--- config.mk ---
export PLATFORM = sky130hd
export DESIGN_NAME = mem_bus_arbiter
export DESIGN_NICKNAME = d
export VERILOG_FILES = /design/src/rtl/mem_bus_arbiter.sv
export SDC_FILE = /design/constraint.sdc
export NUM_CORES = 1
export LEC_CHECK = 0
export CAP_MARGIN = 20
export CORE_AREA = 2 2 145 147
export CTS_BUF_LIST = sky130_fd_sc_hd__clkbuf_8
export DETAILED_ROUTE_END_ITERATION = 8
export DIE_AREA = 0 0 147 149
export PLACE_DENSITY = 0.75
export SLEW_MARGIN = 0
export SYNTH_ARGS = -nofsm -noshare
export SYNTH_HDL_FRONTEND = slang
export SYNTH_SLANG_ARGS = --single-unit
--- constraint.sdc ---
create_clock -name clk -period 5.35 [get_ports clk]
set_clock_uncertainty 0.2 [all_clocks]
set_input_delay 1.07 -clock clk [delete_from_list [all_inputs] [get_ports clk]]
set_output_delay 1.07 -clock clk [all_outputs]
set_load 0.005 [all_outputs]
--- src/rtl/mem_bus_arbiter.sv ---
// rtl/mem_bus_arbiter.sv - single-port memory arbiter for CPU fetch/load/store and an external master
//
// Ports:
//   clk, rst_n                    clock, synchronous active-low reset
//   i_read_*  / d_read_*          CPU fetch / load request level, size (w, hw, else byte), address
//   d_write_*                     CPU store request level, size, address, lane-aligned data
//   read_valid, read_data         CPU read completion pulse and data (data held to next CPU read)
//   write_finish                  CPU store completion pulse
//   e_req, e_we, e_w, e_hw,       external master request level, write flag, size,
//   e_adr, e_wdata                address and write data
//   e_done, e_rdata               external completion pulse and read data
//   bus_err                       pulses with the completion pulse when the access timed out
//   m_req, m_we, m_adr, m_wdata,  single-cycle command to the memory controller
//   m_be
//   m_ack, m_rdata                memory completion strobe and same-cycle read data
module mem_bus_arbiter #(
    parameter int unsigned TIMEOUT = 255
) (
    input  logic        clk,
    input  logic        rst_n,
    input  logic        i_read_req,
    input  logic        i_read_w,
    input  logic        i_read_hw,
    input  logic [31:0] i_read_adr,
    input  logic        d_read_req,
    input  logic        d_read_w,
    input  logic        d_read_hw,
    input  logic [31:0] d_read_adr,
    input  logic        d_write_req,
    input  logic        d_write_w,
    input  logic        d_write_hw,
    input  logic [31:0] d_write_adr,
    input  logic [31:0] d_write_data,
    output logic        read_valid,
    output logic [31:0] read_data,
    output logic        write_finish,
    input  logic        e_req,
    input  logic        e_we,
    input  logic        e_w,
    input  logic        e_hw,
    input  logic [31:0] e_adr,
    input  logic [31:0] e_wdata,
    output logic        e_done,
    output logic [31:0] e_rdata,
    output logic        bus_err,
    output logic        m_req,
    output logic        m_we,
    output logic [31:0] m_adr,
    output logic [31:0] m_wdata,
    output logic [3:0]  m_be,
    input  logic        m_ack,
    input  logic [31:0] m_rdata
);

    typedef enum logic [1:0] {S_IDLE, S_ISSUE, S_WAIT, S_DONE} state_t;

    localparam logic [1:0]  ID_IREAD    = 2'd0;
    localparam logic [1:0]  ID_DREAD    = 2'd1;
    localparam logic [1:0]  ID_DWRITE   = 2'd2;
    localparam logic [1:0]  ID_EXT      = 2'd3;
    localparam logic [15:0] TIMEOUT_CNT = 16'(TIMEOUT);

    function automatic logic [3:0] byte_en(input logic w, input logic hw, input logic [1:0] a);
        if (w) begin
            return 4'b1111;
        end else if (hw) begin
            return a[1] ? 4'b1100 : 4'b0011;
        end
        return 4'b0001 << a;
    endfunction

    state_t      state_q, state_d;
    logic [1:0]  id_q, id_d;
    logic        last_ext_q, last_ext_d;
    logic [15:0] cnt_q, cnt_d;
    logic        m_req_q, m_req_d;
    logic        m_we_q, m_we_d;
    logic [31:0] m_adr_q, m_adr_d;
    logic [31:0] m_wdata_q, m_wdata_d;
    logic [3:0]  m_be_q, m_be_d;
    logic        read_valid_q, read_valid_d;
    logic [31:0] read_data_q, read_data_d;
    logic        write_finish_q, write_finish_d;
    logic        e_done_q, e_done_d;
    logic [31:0] e_rdata_q, e_rdata_d;
    logic        bus_err_q, bus_err_d;

    // Fixed-priority pick among the CPU channels: store, then load, then fetch.
    logic        cpu_any;
    logic [1:0]  cpu_id;
    logic        cpu_we, cpu_w, cpu_hw;
    logic [31:0] cpu_adr, cpu_wdata;
    logic        grant_ext;

    always_comb begin
        cpu_any   = i_read_req | d_read_req | d_write_req;
        cpu_id    = ID_IREAD;
        cpu_we    = 1'b0;
        cpu_w     = i_read_w;
        cpu_hw    = i_read_hw;
        cpu_adr   = i_read_adr;
        cpu_wdata = 32'h0;
        if (d_write_req) begin
            cpu_id    = ID_DWRITE;
            cpu_we    = 1'b1;
            cpu_w     = d_write_w;
            cpu_hw    = d_write_hw;
            cpu_adr   = d_write_adr;
            cpu_wdata = d_write_data;
        end else if (d_read_req) begin
            cpu_id  = ID_DREAD;
            cpu_w   = d_read_w;
            cpu_hw  = d_read_hw;
            cpu_adr = d_read_adr;
        end
        // On a CPU/external tie the side that did not win last time goes first.
        grant_ext = e_req & (~cpu_any | ~last_ext_q);
    end

    logic        finish;
    logic [31:0] fin_data;
    logic        fin_err;

    always_comb begin
        state_d        = state_q;
        id_d           = id_q;
        last_ext_d     = last_ext_q;
        cnt_d          = cnt_q;
        m_req_d        = 1'b0;
        m_we_d         = m_we_q;
        m_adr_d        = m_adr_q;
        m_wdata_d      = m_wdata_q;
        m_be_d         = m_be_q;
        read_valid_d   = 1'b0;
        read_data_d    = read_data_q;
        write_finish_d = 1'b0;
        e_done_d       = 1'b0;
        e_rdata_d      = e_rdata_q;
        bus_err_d      = 1'b0;
        finish         = 1'b0;
        fin_data       = 32'h0;
        fin_err        = 1'b0;

        case (state_q)
            S_IDLE: begin
                if (cpu_any || e_req) begin
                    state_d    = S_ISSUE;
                    m_req_d    = 1'b1;
                    last_ext_d = grant_ext;
                    if (grant_ext) begin
                        id_d      = ID_EXT;
                        m_we_d    = e_we;
                        m_adr_d   = e_adr;
                        m_wdata_d = e_wdata;
                        m_be_d    = byte_en(e_w, e_hw, e_adr[1:0]);
                    end else begin
                        id_d      = cpu_id;
                        m_we_d    = cpu_we;
                        m_adr_d   = cpu_adr;
                        m_wdata_d = cpu_wdata;
                        m_be_d    = byte_en(cpu_w, cpu_hw, cpu_adr[1:0]);
                    end
                end
            end
            S_ISSUE: begin
                cnt_d   = 16'h0;
                state_d = S_WAIT;
            end
            S_WAIT: begin
                // An ack in the same cycle as the timeout wins, so it is tested first.
                if (m_ack) begin
                    finish   = 1'b1;
                    fin_data = m_rdata;
                end else if (TIMEOUT != 0 && cnt_q == TIMEOUT_CNT) begin
                    finish   = 1'b1;
                    fin_data = 32'hFFFF_FFFF;
                    fin_err  = 1'b1;
                end else begin
                    cnt_d = cnt_q + 16'd1;
                end
            end
            S_DONE: begin
                state_d = S_IDLE;
            end
            default: begin
                state_d = S_IDLE;
            end
        endcase

        // Completion outputs are loaded on entry to DONE so they are high during DONE.
        if (finish) begin
            state_d   = S_DONE;
            bus_err_d = fin_err;
            case (id_q)
                ID_IREAD, ID_DREAD: begin
                    read_valid_d = 1'b1;
                    read_data_d  = fin_data;
                end
                ID_DWRITE: begin
                    write_finish_d = 1'b1;
                end
                default: begin
                    e_done_d = 1'b1;
                    if (!m_we_q) begin
                        e_rdata_d = fin_data;
                    end
                end
            endcase
        end
    end

    always_ff @(posedge clk) begin
        if (!rst_n) begin
            state_q        <= S_IDLE;
            id_q           <= ID_IREAD;
            last_ext_q     <= 1'b1;
            cnt_q          <= 16'h0;
            m_req_q        <= 1'b0;
            m_we_q         <= 1'b0;
            m_adr_q        <= 32'h0;
            m_wdata_q      <= 32'h0;
            m_be_q         <= 4'h0;
            read_valid_q   <= 1'b0;
            read_data_q    <= 32'h0;
            write_finish_q <= 1'b0;
            e_done_q       <= 1'b0;
            e_rdata_q      <= 32'h0;
            bus_err_q      <= 1'b0;
        end else begin
            state_q        <= state_d;
            id_q           <= id_d;
            last_ext_q     <= last_ext_d;
            cnt_q          <= cnt_d;
            m_req_q        <= m_req_d;
            m_we_q         <= m_we_d;
            m_adr_q        <= m_adr_d;
            m_wdata_q      <= m_wdata_d;
            m_be_q         <= m_be_d;
            read_valid_q   <= read_valid_d;
            read_data_q    <= read_data_d;
            write_finish_q <= write_finish_d;
            e_done_q       <= e_done_d;
            e_rdata_q      <= e_rdata_d;
            bus_err_q      <= bus_err_d;
        end
    end

    assign m_req        = m_req_q;
    assign m_we         = m_we_q;
    assign m_adr        = m_adr_q;
    assign m_wdata      = m_wdata_q;
    assign m_be         = m_be_q;
    assign read_valid   = read_valid_q;
    assign read_data    = read_data_q;
    assign write_finish = write_finish_q;
    assign e_done       = e_done_q;
    assign e_rdata      = e_rdata_q;
    assign bus_err      = bus_err_q;

endmodule

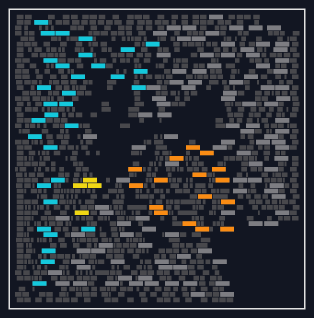
Figure 1: where the registers sit.
(2 px per um) Other sequential cells in the stronger grey, the rest of the logic in the fainter grey.
name in the netlist	colour	flops
m_adr	cyan	32
cnt_q	orange	16
m_be	yellow	4
not coloured	107
Flop area: 3180 um^2
Core Util, Final: 0.574

==> impl_metrics.py <==
# Auto-generated metrics
metrics = {
    "logic_synthesis": {
        "synth_cell_types": 59,
        "ys_cells": 830,
        "synth_nets": 1071,
        "ys_sh_simple": 0.132,
        "xor_share": 0.00116,
    },
    "setup_path": {
        "cp.depth": 6,
        "crit_type": "input port to flip-flop",
        "cp-startpoint": "d_read_req",
        "ff2ff_path_depth": 5,
        "max_stage_delay_ns": 0.71,
        "cp-end-kind": "flip-flop",
        "worstPathRequired_ns": 5.54,
        "critPathLaunchType": "input port",
    },
    "pwr": {
        "comb_power_mw": 0.760,
        "leakagePower_nw": 4.13,
        "internal-power_mw": 2.06,
        "top_power_group": "sequential cells",
        "p_seq_frac": 0.444,
        "pwr-share-comb": 0.255,
    },
    "sta": {
        "slew_headroom": 0.296,
        "fin_ws_ns": 2.19,
    },
    "outcome": {
        "status": "finished, final reports clean",
    },
    "clock_network": {
        "cts_setup_buffers": 0,
        "cts-buffers-inserted": 17,
    },
    "cells_and_area": {
        "instances_no_fill": 1443,
        "finalNetCount": 1396,
        "clkbuf_count": 17,
        "nFillCells": 1864,
        "inv_count": 37,
    },
    "die": {
        "io_pins": 378,
        "die_x_um": 147,
        "initial_core_util": 0.367,
    },
    "global_routing": {
        "groute.usage.overall": 0.229,
        "busiest_layer": "met2",
    },
    "hold_path": {
        "hp-start": "read_data[12]",
    },
    "placed_design": {
        "hpwl_um": 18700,
        "dp_slack_ns": 1.64,
    },
}
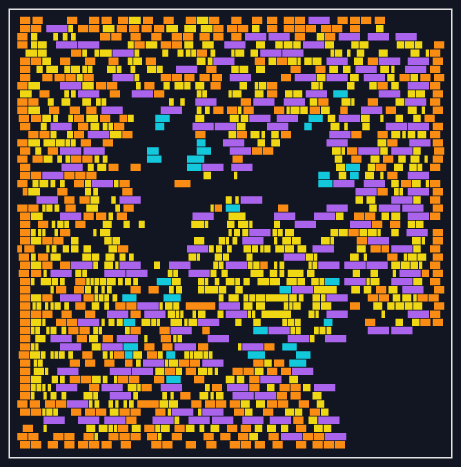
Figure 2: placed cells, one colour a class.
(3 px per um)
class	colour	cells	share of their area
clock drivers and dummy loads	cyan	32	3.5%
remaining buffers and delay cells	orange	387	34%
registers	purple	159	28%
remaining logic cells	yellow	590	35%
total core area: 20600 um^2
sequential share of cell area: 0.270
row count: 53
Final Cell Area: 11800 um^2

Power figures rest on the tool's default switching activity, not on a simulated workload.
